==> run_1/route_heat.png <==
The die is cut into 31 by 31 equal tiles; dark blue is low, red is high, scaled to the fullest tile. Values are wire area over tile area, all layers added.
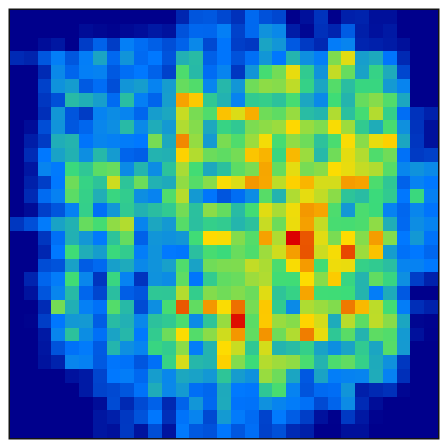
==> run_1/ff_map.png <==
Bar = 50 µm. Other sequential cells in the stronger grey, the rest of the logic in the fainter grey.
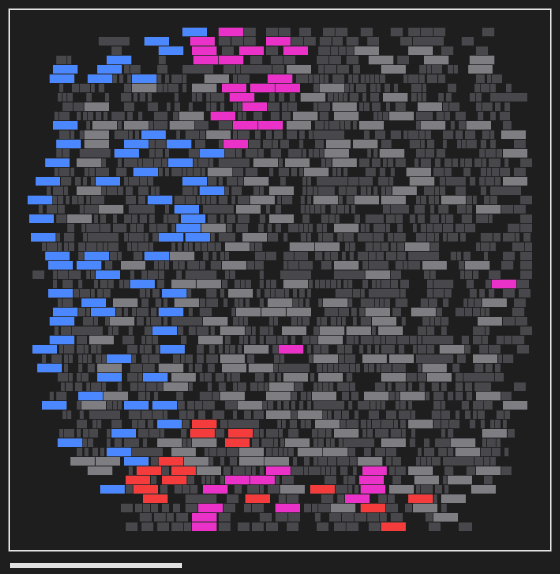
==> run_1/sizing.png <==
Bar = 50 µm.
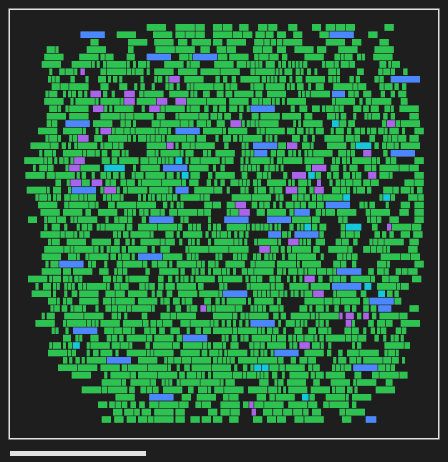
File: src/rtl/rv32i_iotop.sv
// rtl/rv32i_iotop.sv - memory-mapped IO responder for the rv32i data port
// Purpose : answers io_* accesses from the mem stage. It provides:
//           - a LED output register
//           - synchronised switch inputs
//           - a 64-bit cycle counter with a coherent high-word shadow
//           - a compare timer with an interrupt flag
//           - a scratch register
//           Writes are synchronous; read data is registered with a 1-cycle latency.
// Optional: IO_SW_DEBOUNCE_EN adds a per-bit debounce counter on the switch path.
// Ports   : clk        system clock
//           reset      synchronous reset, active-high
//           io_we      write enable
//           io_be      byte enables, be[n] -> wdata[8n+7:8n]
//           io_addr    word address (byte address bits [31:2])
//           io_wdata   write data
//           io_rdata   registered read data
//           sw_in      asynchronous switch inputs
//           led_out    LED register
//           timer_irq  level timer interrupt (flag & irq_en)
// CYC_RST is the cycle counter value loaded on reset. It is 0 in normal use.
module rv32i_iotop #(
   parameter int          LED_W        = 16,
   parameter int          SW_W         = 16,
   parameter int          DEBOUNCE_CNT = 50000,
   parameter logic [63:0] CYC_RST      = 64'd0
) (
   input  logic              clk,
   input  logic              reset,
   input  logic              io_we,
   input  logic [3:0]        io_be,
   input  logic [29:0]       io_addr,
   input  logic [31:0]       io_wdata,
   output logic [31:0]       io_rdata,
   input  logic [SW_W-1:0]   sw_in,
   output logic [LED_W-1:0]  led_out,
   output logic              timer_irq
);

   localparam logic [2:0] IDX_LED     = 3'd0;
   localparam logic [2:0] IDX_SW      = 3'd1;
   localparam logic [2:0] IDX_CYC_LO  = 3'd2;
   localparam logic [2:0] IDX_CYC_HI  = 3'd3;
   localparam logic [2:0] IDX_TCMP    = 3'd4;
   localparam logic [2:0] IDX_TCNT    = 3'd5;
   localparam logic [2:0] IDX_TCTRL   = 3'd6;
   localparam logic [2:0] IDX_SCRATCH = 3'd7;

   // io_addr[29] is byte address bit 31; byte address bits [30:5] must be zero.
   logic       mapped;
   logic [2:0] idx;
   logic       wr;

   assign mapped = io_addr[29] & (io_addr[28:3] == 26'd0);
   assign idx    = io_addr[2:0];
   assign wr     = io_we & mapped;

   logic [31:0] be_mask;
   assign be_mask = {{8{io_be[3]}}, {8{io_be[2]}}, {8{io_be[1]}}, {8{io_be[0]}}};

   logic [LED_W-1:0] led_reg;
   logic [LED_W-1:0] led_nxt;
   logic [31:0]      tcmp;
   logic [31:0]      tcnt;
   logic [31:0]      scratch;
   logic [31:0]      cyc_hi_shadow;
   logic [63:0]      cyc;
   logic             t_en;
   logic             t_arl;
   logic             t_flag;
   logic             t_irq_en;
   logic [SW_W-1:0]  sw_meta;
   logic [SW_W-1:0]  sw_sync;
   logic [SW_W-1:0]  sw_reg;
   logic [31:0]      led_ext;
   logic [31:0]      sw_ext;
   logic [31:0]      rd_nxt;
   logic [31:0]      tcmp_wr;
   logic [31:0]      tcnt_wr;
   logic [31:0]      scratch_wr;

   assign tcmp_wr    = (tcmp    & ~be_mask) | (io_wdata & be_mask);
   assign tcnt_wr    = (tcnt    & ~be_mask) | (io_wdata & be_mask);
   assign scratch_wr = (scratch & ~be_mask) | (io_wdata & be_mask);

   always_comb begin
      led_nxt = led_reg;
      for (int i = 0; i < LED_W; i++) begin
         if (be_mask[i]) begin
            led_nxt[i] = io_wdata[i];
         end
      end
   end

   always_comb begin
      led_ext = '0;
      for (int i = 0; i < LED_W; i++) begin
         led_ext[i] = led_reg[i];
      end
   end

   always_comb begin
      sw_ext = '0;
      for (int i = 0; i < SW_W; i++) begin
         sw_ext[i] = sw_reg[i];
      end
   end

   // Timer next-state. A software write to TCNT overrides both reload and increment.
   // Software TCTRL bits override the one-shot en clear.
   // A hit always sets the flag, even when a W1C clear arrives in the same cycle.
   logic        hit;
   logic [31:0] tcnt_nxt;
   logic        en_nxt;
   logic        arl_nxt;
   logic        flag_nxt;
   logic        irq_en_nxt;

   assign hit = t_en & (tcnt == tcmp);

   always_comb begin
      tcnt_nxt   = tcnt;
      en_nxt     = t_en;
      arl_nxt    = t_arl;
      flag_nxt   = t_flag;
      irq_en_nxt = t_irq_en;

      if (wr && idx == IDX_TCNT) begin
         tcnt_nxt = tcnt_wr;
      end else if (hit) begin
         tcnt_nxt = t_arl ? 32'd0 : tcnt;
      end else if (t_en) begin
         tcnt_nxt = tcnt + 32'd1;
      end

      if (hit && !t_arl) begin
         en_nxt = 1'b0;
      end

      if (wr && idx == IDX_TCTRL && io_be[0]) begin
         en_nxt     = io_wdata[0];
         arl_nxt    = io_wdata[1];
         irq_en_nxt = io_wdata[3];
         if (io_wdata[2]) begin
            flag_nxt = 1'b0;
         end
      end

      if (hit) begin
         flag_nxt = 1'b1;
      end
   end

   // Read mux samples current register values, so a same-cycle write returns the old value.
   always_comb begin
      rd_nxt = 32'd0;
      case (idx)
         IDX_LED:     rd_nxt = led_ext;
         IDX_SW:      rd_nxt = sw_ext;
         IDX_CYC_LO:  rd_nxt = cyc[31:0];
         IDX_CYC_HI:  rd_nxt = cyc_hi_shadow;
         IDX_TCMP:    rd_nxt = tcmp;
         IDX_TCNT:    rd_nxt = tcnt;
         IDX_TCTRL:   rd_nxt = {28'd0, t_irq_en, t_flag, t_arl, t_en};
         IDX_SCRATCH: rd_nxt = scratch;
         default:     rd_nxt = 32'd0;
      endcase
      if (!mapped) begin
         rd_nxt = 32'd0;
      end
   end

   always_ff @(posedge clk) begin
      if (reset) begin
         led_reg       <= '0;
         tcmp          <= 32'd0;
         tcnt          <= 32'd0;
         scratch       <= 32'd0;
         cyc           <= CYC_RST;
         cyc_hi_shadow <= 32'd0;
         t_en          <= 1'b0;
         t_arl         <= 1'b0;
         t_flag        <= 1'b0;
         t_irq_en      <= 1'b0;
         io_rdata      <= 32'd0;
      end else begin
         cyc <= cyc + 64'd1;
         // Latching the high word alongside a CYC_LO read makes LO-then-HI a coherent pair.
         if (mapped && idx == IDX_CYC_LO) begin
            cyc_hi_shadow <= cyc[63:32];
         end
         if (wr && idx == IDX_LED) begin
            led_reg <= led_nxt;
         end
         if (wr && idx == IDX_TCMP) begin
            tcmp <= tcmp_wr;
         end
         if (wr && idx == IDX_SCRATCH) begin
            scratch <= scratch_wr;
         end
         tcnt     <= tcnt_nxt;
         t_en     <= en_nxt;
         t_arl    <= arl_nxt;
         t_flag   <= flag_nxt;
         t_irq_en <= irq_en_nxt;
         io_rdata <= rd_nxt;
      end
   end

   always_ff @(posedge clk) begin
      if (reset) begin
         sw_meta <= '0;
         sw_sync <= '0;
      end else begin
         sw_meta <= sw_in;
         sw_sync <= sw_meta;
      end
   end

`ifdef IO_SW_DEBOUNCE_EN
   localparam int CW = $clog2(DEBOUNCE_CNT + 1);

   logic [CW-1:0] deb_cnt [SW_W];

   // Each bit counts consecutive cycles of disagreement with the accepted value.
   // Agreement restarts the count.
   always_ff @(posedge clk) begin
      if (reset) begin
         sw_reg <= '0;
         for (int i = 0; i < SW_W; i++) begin
            deb_cnt[i] <= '0;
         end
      end else begin
         for (int i = 0; i < SW_W; i++) begin
            if (sw_sync[i] == sw_reg[i]) begin
               deb_cnt[i] <= '0;
            end else if (deb_cnt[i] == CW'(DEBOUNCE_CNT - 1)) begin
               sw_reg[i]  <= sw_sync[i];
               deb_cnt[i] <= '0;
            end else begin
               deb_cnt[i] <= deb_cnt[i] + CW'(1);
            end
         end
      end
   end
`else
   assign sw_reg = sw_sync;
`endif

   assign led_out   = led_reg;
   assign timer_irq = t_flag & t_irq_en;

endmodule
File: config.mk
export PLATFORM = sky130hd
export DESIGN_NAME = rv32i_iotop
export DESIGN_NICKNAME = d
export VERILOG_FILES = /design/src/rtl/rv32i_iotop.sv
export SDC_FILE = /design/constraint.sdc
export NUM_CORES = 1
export LEC_CHECK = 0
export CORE_MARGIN = 5
export CORE_UTILIZATION = 58
export DETAILED_ROUTE_END_ITERATION = 7
export PLACE_DENSITY = 0.82
export SETUP_SLACK_MARGIN = 0.15
export SLEW_MARGIN = 20
export SYNTH_ARGS = -nofsm -noshare
export SYNTH_HDL_FRONTEND = slang
export SYNTH_SLANG_ARGS = --single-unit
File: constraint.sdc
create_clock -name clk -period 7.2 [get_ports clk]
set_clock_uncertainty 0.1 [all_clocks]
set_input_delay 1.8 -clock clk [delete_from_list [all_inputs] [get_ports clk]]
set_output_delay 1.8 -clock clk [all_outputs]
set_load 0.05 [all_outputs]
==> reports/writeup.txt, run 1 <==
The proportion of total power due to net switching was 22.3%. Non-clock buffers in the final layout number 145. The layout report gives the multi-input gate share of total cell area as 44.3%.

In the routed design, unresolved DRC markers number 0. The hold violation total from the final report was 0; the height of the die was 157 µm. By area the synthesized netlist is led by sky130_fd_sc_hd__dfxtp_1 44%, sky130_fd_sc_hd__nand2_1 8.6%, sky130_fd_sc_hd__a21oi_1 6.4%, sky130_fd_sc_hd__xor2_1 5.1%, sky130_fd_sc_hd__nor2_1 4.0%. The detailed router placed 11,919 vias in this run.

The number of different library cells used by synthesis comes to 59. The report lists the number of cells resized after CTS as 0. Most used routing layer: met2. After detailed placement, the design holds a cell count of 1,873. The synthesized design spends more area on one cell type than any other, namely sky130_fd_sc_hd__dfxtp_1.

With the area share of buffers outside the clock network at 9.48%, the final period demand of the worst path is 4.72 ns. Per the post-run analysis, buffers plus inverters along the critical path come to 2. The run gives 21,600 µm² for the area of the core. The most used cell along the critical path is sky130_fd_sc_hd__nor2b_1. Sum of net half-perimeters after detailed placement: 27,300 µm. Setup repair after global routing left no endpoint under its margin.

The root buffer cell chosen for the clock tree is sky130_fd_sc_hd__clkbuf_16. Cell area reported after detailed placement: 13,900 µm². In the final layout, the share of cells above drive strength 1 is 5.79%.

Global-route track usage on met1: 41.7%. The worst min-delay path category is reg -> reg. The count of warnings emitted by yosys is 0, and the total area of sequential cells is 5530 µm².

STA reports a reg2reg setup slack of 3.85 ns. Clock tree synthesis inserted a total of 28 buffers. Number of logic gates: 1,150. The total track usage is 30.2%, and the synthesized instance count is 1,557. In the CTS report, the clock slew at the register clock pins of the worst setup and hold paths is listed as 0.06 ns. The tools report the critical path startpoint as io_addr[2]. In the routed layout, each cell is associated on average with a via count of 6.20. STA classifies the critical path endpoint as a register. In this run the horizontal extent of the chip is 157 µm. The run gives 48.4% for the met2 routing resource usage after global routing. Number of standard cells reported by yosys: 1,557. On the critical path, the stage with the largest delay is an instance of sky130_fd_sc_hd__and2_0. According to the I/O placement log, the pin count is 134.

The global routing met3 resource utilization is 4.65%. The post-route clock period utilization was 65.6%. The logs give 1,644 for the synthesized netlist net count and 58.3% for the starting density of the core.

Across all hold checks on the routed design, the worst slack comes to 0.336 ns. The area taken by multi-input combinational cells is reported as 6580 µm². The number of levels the H-tree was split into is 1.

The logs give 2.44 mW for the internal power and 0 for the number of nets still failing antenna checks after routing. The count of cells along the worst register-to-register path is 7. The dominant cell by count in the synthesized netlist was sky130_fd_sc_hd__nand2_1. For the initial DRC count, the log shows 1,434. A synthesized cell averages 8.09 µm². The placer's final routability congestion estimate was 0.947; the utilization after layout was 68.7%. The final-layout fill cell count came out at 1,782. The count of buffers from port buffering works out to 133. The critical path goes through buf_2 > nor2b_1 > and2_0 > nor4b_2 > buf_4 > nor2b_1 > a21oi_2 > nor2_1 > o22a_1.

In this run the full chip footprint comes out at 24,800 µm². The run gives 3.14 mW for the overall power consumption. After detailed routing, the average wire length per cell comes to 20.1 µm. The type of the worst setup path was in -> reg.

The run gives 0.000135 V as the worst voltage drop across the vdd grid. For the met2 wire length, the log shows 17,600 µm. The flow reports that sequential cells draw 49.1% of the design power. The cell area that synthesis handed to floorplanning was 12,600 µm².

Summed over all nets, wire length on met3 after detailed routing comes to 4020 µm. Summed over all nets, the switching power comes to 699 µW. The clock network area share was 6.04%; the final number of max-transition violations was 0. The run gives 0 as the total congestion overflow after global routing.

The number of buffers on the longest clock path is 3, and the number of stages on the worst hold path is 1. The data arrival at the endpoint of the critical path was 5.06 ns. In this run the top signal layer used is met4. The initial antenna violation count is 0.

After synthesis the netlist holds a flip-flop and latch count of 276. Yosys mapped a number of flops with a built-in enable equal to 0. The tools report the total of clock buffers placed in the layout as 42.

Summing all non-filler instances in the final layout gives an area of 14,800 µm². Combinational share of power: 5.0%. The count of endpoints failing setup in the final report came out at 0. The kind of cell with the highest combined delay along the critical path is simple AND/OR/NAND/NOR gates. The final layout contains routed wiring with a total length of 38,600 µm.

For the via count of the first global-routing pass, the log shows 11,123. Buffers added to address setup during post-CTS repair amount to 0. Along the worst path, the maximum fanout reaches 42. The run gives 24.3% as the worst-case headroom to the max-slew limit. For the pin with the worst max-slew slack, the measured transition is 1.13 ns.

Per the layout report, the design carries 22 non-clock inverters. The startpoint type of the worst setup path is an input pin. In this run the most critical hold path is launched from sw_meta[1]. In this run the biggest area consumer among cell types represents 43.9% of the synthesized area. Ranked by instance count, the synthesized netlist is headed by 289 x sky130_fd_sc_hd__nand2_1, 276 x sky130_fd_sc_hd__dfxtp_1, 160 x sky130_fd_sc_hd__a21oi_1, 134 x sky130_fd_sc_hd__nor2_1, 90 x sky130_fd_sc_hd__clkbuf_1. The flow inserted 280 tap cells. For the number of buffers inserted by hold repair at cts, the log shows 0.

The number of warnings in the stage logs was 26; the non-filler instance count after layout was 1,921. In this run the layout overhead on the synthesized area is reported as 17.8%. The top logic cell by instance count in the layout was sky130_fd_sc_hd__nand2_1. The final sequential cell count was 276. The proportion of cell area occupied by registers is 37.2%, and the first-pass GRT wire length is 60,200 µm.

The total of max-cap violations came out at 0. The finished design was reported to have a net count of 1,710. The run finished with clean final reports. In the per-layer summary, the met1 wirelength comes to 15,500 µm. The final timing report gives a worst setup slack of 2.48 ns.

The highest achievable clock rate was 0.212 GHz; the number of stages on the worst setup path was 9. The share of synthesized registers carrying an async set or reset is 0%, and the worst setup timing slack at the placement stage is 2.10 ns. The endpoint of the worst hold path is reported as sw_reg[1].

The most used flip-flop cell after synthesis is sky130_fd_sc_hd__dfxtp_1. The sum of negative setup slack is 0 ns. The power density over cell area works out to 211 nW/µm². The clock share of power was 45.8%. TritonCTS built the clock tree.
About route_heat.png:
The emptiest ninth of the die: south-west. The fullest tile reaches 0.80. The mean over all tiles is 0.27. 28% of the tiles are over half the peak.

About ff_map.png:
Key: io_rdata = magenta [flops 32]; cyc = blue [flops 64, where a column on the left]; sw_meta = red [flops 16]

About sizing.png:
Key: x6 and larger = blue [cells 37, share 2.3%, most used clkbuf_16]; x1 and smaller = green [cells 1,546, share 94%, most used nand2_1]; x2 = purple [cells 42, share 2.6%, most used mux2_2]; x3 and x4 = cyan [cells 16, share 0.98%, most used buf_4]

-- run 1: cells by family after synthesis --
group	share of synthesized area [%]
AOI/OAI and AO/OA	16.4
xor gates and xnor gates	6.26
adders and majority gates	0.199
buffers and inverters	4.07
DFF	43.9
muxes	3.73
and+or+nand+nor	25.4
-- run 1: power groups by stage --
stage          registers [mW]  logic [mW]  clock network (mW)
6_report                 1.54       0.158                1.44
3_5_place_dp             1.58       0.154                   0
2_1_floorplan            1.57      0.0732                   0
4_1_cts                  1.54       0.155                1.45
5_1_grt                  1.54       0.167                1.52
3_3_place_gp             1.58       0.153                   0
==> run_1/placed.png <==
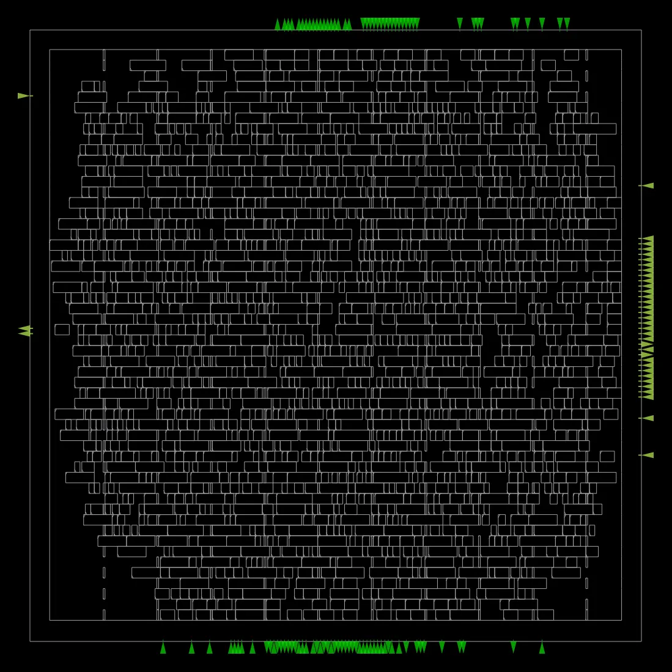

--- run 2 (diff from run 1) ---
--- a/config.mk
+++ b/config.mk
@@ -6,9 +6,9 @@
 export NUM_CORES = 1
 export LEC_CHECK = 0
 export CORE_MARGIN = 5
-export CORE_UTILIZATION = 58
+export CORE_UTILIZATION = 57
 export DETAILED_ROUTE_END_ITERATION = 7
-export PLACE_DENSITY = 0.82
+export PLACE_DENSITY = 0.81
 export SETUP_SLACK_MARGIN = 0.15
 export SLEW_MARGIN = 20
 export SYNTH_ARGS = -nofsm -noshare
==> constraint.sdc (replaced) <==
create_clock -name clk -period 4.4 [get_ports clk]
set_clock_uncertainty 0.1 [all_clocks]
set_input_delay 1.1 -clock clk [delete_from_list [all_inputs] [get_ports clk]]
set_output_delay 1.1 -clock clk [all_outputs]
set_load 0.05 [all_outputs]
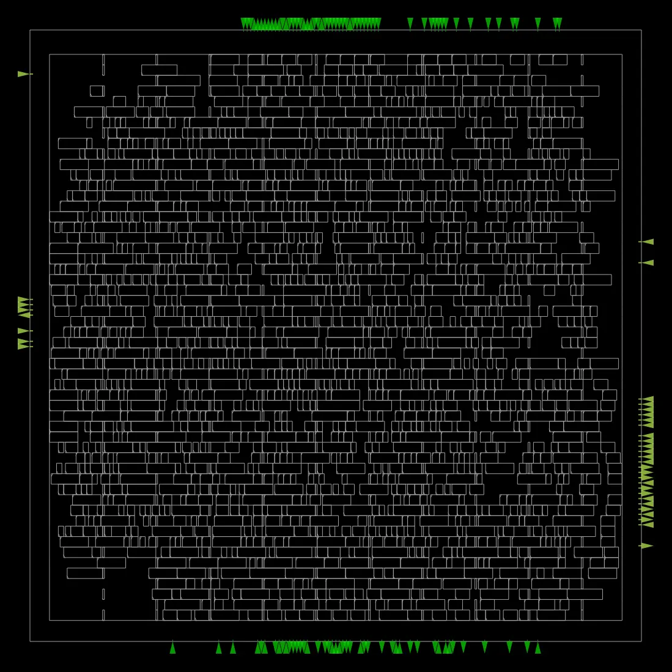
(run_2/placed.png)
share of the core filled with cells in the final layout: 69.1%
count of flip-flops and latches: 276
number of well taps: 280
sequential portion of the cell area: 36.6%
count of fill cells added during filler insertion: 1,728

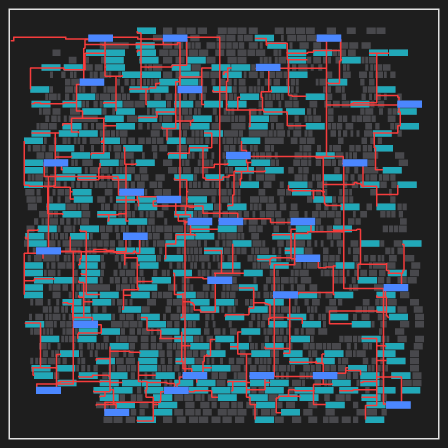
(run_2/clock_wires.png)
Key: flip-flops = cyan [count 276]; clock wires = red [length 3,280 µm]; clock-net drivers = blue [count 29]
Position of the flops: spread over the die.

==> run 2 against run 1 <==
Combinational power up 67%; critical path depth unchanged; wire length up 0.99%; setup slack worse by 1.6 ns; hold slack about the same; synthesized cell count unchanged; core utilization up 0.49 points; global-route usage up 0.12 points; sequential share of layout area down 0.60 points.
==> reports/writeup.txt, run 2 <==
Transition time at the pin with the least slew margin: 0.742 ns. Signal routing reaches up to met4. The width of the die came out at 159 µm.

In this run, CTS created clock tree buffers numbering 29. The most critical hold endpoint after final layout shows a slack of 0.336 ns. Per STA, the worst path is made up of clkdlybuf4s50_1 > nor4b_1 > nand4_1 > nor4b_2 > buf_12 > nor2b_1 > a21oi_2 > nor2_1 > o22a_1. According to the timing report, the arrival time at the worst endpoint equals 3.86 ns.

The length of routed wiring on met1 is 15,600 µm, and the post-synthesis register bit count is 276. Per the cell usage report, the commonest logic cells after layout are 289 x sky130_fd_sc_hd__nand2_1, 276 x sky130_fd_sc_hd__dfxtp_1, 159 x sky130_fd_sc_hd__a21oi_1, 134 x sky130_fd_sc_hd__nor2_1, 129 x sky130_fd_sc_hd__clkdlybuf4s50_1. The run gives 1 as the number of levels the H-tree was split into. Per the final layout report, the fraction of cells sized above drive strength 1 comes to 7.00%. The height of the die came out at 159 µm.

With the total of max-cap violations at 0, the per-instance average area after synthesis is 8.09 µm². Number of sinks handled by clock tree synthesis: 276. The floorplan has 54 rows. The leakage power in the latest report is 5.27 nW. In the Yosys stats the netlist draws on 59 distinct library cells.

The run finished with clean final reports. The run gives 4.76 ns for the data required time of the worst path. The buffer_ports step reported a buffer count of 133.

TritonCTS built the clock tree. STA on the placed design reports a worst setup slack of 0.371 ns. The logs give 0.933 for the placer's final routability congestion estimate and 14,100 µm² for the cell area reported after detailed placement. After synthesis, flip-flops and latches occupy 43.9% of the total area. Yosys shows that the main logic family after synthesis is simple AND/OR/NAND/NOR gates. In this run, the synthesized area fraction spent on AND-OR/OR-AND gates is recorded as 16.4%. For this run, the detailed router's first-pass iteration total came to 6. Global routing used 48.0% of the available met2 tracks. The logs give 57.7% for the starting density of the core and 0 for the number of buffers inserted by hold repair at cts. The fraction of post-synthesis cell area in the top cell type by area is 43.9%.

Headroom to the max-slew limit came out at 50.1%. For the net load switching power, the log shows 1.20 mW. Among all cell types in the netlist, the one instantiated most often is sky130_fd_sc_hd__nand2_1. Power comes to 5.42 mW. The tools report the number of ports placed on the die boundary as 134.

With the synthesized instance count at 1,557, the count of buffer and inverter cells on the critical path is 2. Leaving out filler cells and counting taps, the final layout contains 1,938. In this run switching power makes up 22.1% of total power. Summing the areas of all xor and xnor instances in the mapped netlist gives 6.26% of the synthesized area. The cell accounting for the most synthesized area is sky130_fd_sc_hd__dfxtp_1. The run gives 0.285 GHz as the highest achievable clock rate. The chip occupies 25,200 µm². The run gives 0.06 ns for the clock-pin transition on the worst setup and hold timing paths. The capturing element type of the critical path was a register. In this run the worst hold path is classified as reg -> reg.

The run gives 0.57 ns as the insertion delay to the later sink of the worst-skew pair. The sum of net half-perimeters after detailed placement came out at 27,700 µm. The synthesized design contains 0 enable-type register cells.

The most common flop cell mapped by yosys is sky130_fd_sc_hd__dfxtp_1. The clock share of power came out at 48.5%. The tools report the startpoint type of the worst setup path as an input pin. Root buffer selected by CTS: sky130_fd_sc_hd__clkbuf_16. For reference, full adder, half adder and majority cells occupy 0.199% of the area reported after synthesis. Entering global routing, the biggest net connects 163 pins.

After synthesis, the share of cell area in mux cells is 3.73%. In this run, power in combinational logic comes to 264 µW. The run gives 0 for the initial antenna violation count. After detailed routing, the average wire length per cell comes to 20.1 µm. For this run, the script counts the antenna cells in the layout as 0. Global routing finished with a remaining overflow of 0.

Setup repair after global routing left no endpoint under its margin. The synthesized netlist was found by Yosys to have 1,557 cells. The layout overhead on the synthesized area was 19.8%. Post-route clock period utilization: 79.7%. The critical path's slowest stage uses the library cell sky130_fd_sc_hd__a21oi_2.

Including well taps, the total number of placed cells is 1,885. By area the synthesized netlist is led by sky130_fd_sc_hd__dfxtp_1 44%, sky130_fd_sc_hd__nand2_1 8.6%, sky130_fd_sc_hd__a21oi_1 6.4%, sky130_fd_sc_hd__xor2_1 5.1%, sky130_fd_sc_hd__nor2_1 4.0%. The tools report the total cell area reported by yosys after synthesis as 12,600 µm².

Per the detailed-route log, wirelength across all metal layers totals 39,000 µm. The met2 wire length was 18,200 µm. The layout report lists the multi-input gate area as 6580 µm². The total track usage was 30.3%. The global routing stage identified its most utilized layer as met2. Setup slack closes at 0.893 ns. Power density over cell area: 359 nW/µm².

With the number of nets still failing antenna checks after routing at 0, the total area of sequential cells is 5530 µm². For reference, the final report shows the max-slew violation count at 0. The run gives 0 for the number of cells upsized or downsized after cts. The most common logic cell in the final layout is sky130_fd_sc_hd__nand2_1.

In the routed layout, each cell is associated on average with a via count of 6.15. For this run, the final setup violation count is recorded as 0. The flow reports power dissipated in the clock network as 2.63 mW. The via count of the first global-routing pass was 11,292; the share of synthesized registers carrying an async set or reset was 0%. The run gives 2.52 mW as the sequential-cell power consumption. The critical path is of the in -> reg type. TritonRoute reported its final design rule violation total as 0. In this run, flip-flops and latches consume 46.6% of the power. The hold violation total from the final report is 0, and the first-pass GRT wire length is 60,900 µm. On met1, the global router reports a usage of 42.3%. The tool warning count for the run is 28. Routing resource usage on met3 recorded by global route was 5.49%. The area of all placed cells without fillers was 15,100 µm²; the final period demand of the worst path was 3.51 ns. The internal power is 4.22 mW, and the worst voltage drop across the vdd grid is 0.000338 V. Per STA, the worst path accumulates the most delay in the family simple AND/OR/NAND/NOR gates. The commonest cells after synthesis are 289 x sky130_fd_sc_hd__nand2_1, 276 x sky130_fd_sc_hd__dfxtp_1, 160 x sky130_fd_sc_hd__a21oi_1, 134 x sky130_fd_sc_hd__nor2_1, 90 x sky130_fd_sc_hd__clkbuf_1. The count of warnings emitted by yosys came out at 0. Looking at the critical path, the highest net fanout was 25.

The run gives 3990 µm for the met3 routed wirelength. After synthesis the cells add up to 12,600 µm². The run gives 0 as the post-CTS setup buffer count. Detailed-route iteration 0 reported a violation count of 1,299. The simple-gate area share of the yosys netlist was 25.4%; the combinational share of power was 4.9%.

The largest single stage delay on the critical path is 0.52 ns. The clock passes through at most 3 buffers. Counting every net in the synthesized netlist gives 1,644. The power group with the largest share was clock.

For the total number of nets in the final design, the log shows 1,723. For the via total after detailed routing, the log shows 11,926. After floorplanning, the core was sized to cover 21,800 µm². Sum of negative setup slack: 0 ns.
## run 2: cell counts after synthesis
No cell type changed its count.
## run 2: path summary, 6_finish.rpt
kind         cells after the start  slack (ns)          to        start
min reg2reg                      1        0.34  sw_reg[12]  sw_meta[12]
min                              1        0.34  sw_reg[12]  sw_meta[12]
max                              9        0.89    register  io_addr[22]
max reg2reg                      9        0.96    register     register
## run 2: cell type report
| type | instances | share of cell area (%) |
|---|---|---|
| Clock buffer | 38 | 5.37 |
| Clock inverter | 15 | 1.45 |
| Inverter | 22 | 0.547 |
| Multi-Input combinational cell | 1150 | 43.6 |
| Sequential cell | 276 | 36.6 |
| Tap cell | 280 | 2.32 |
| Timing Repair Buffer | 157 | 10.1 |
Power and IR drop assume default switching activity.
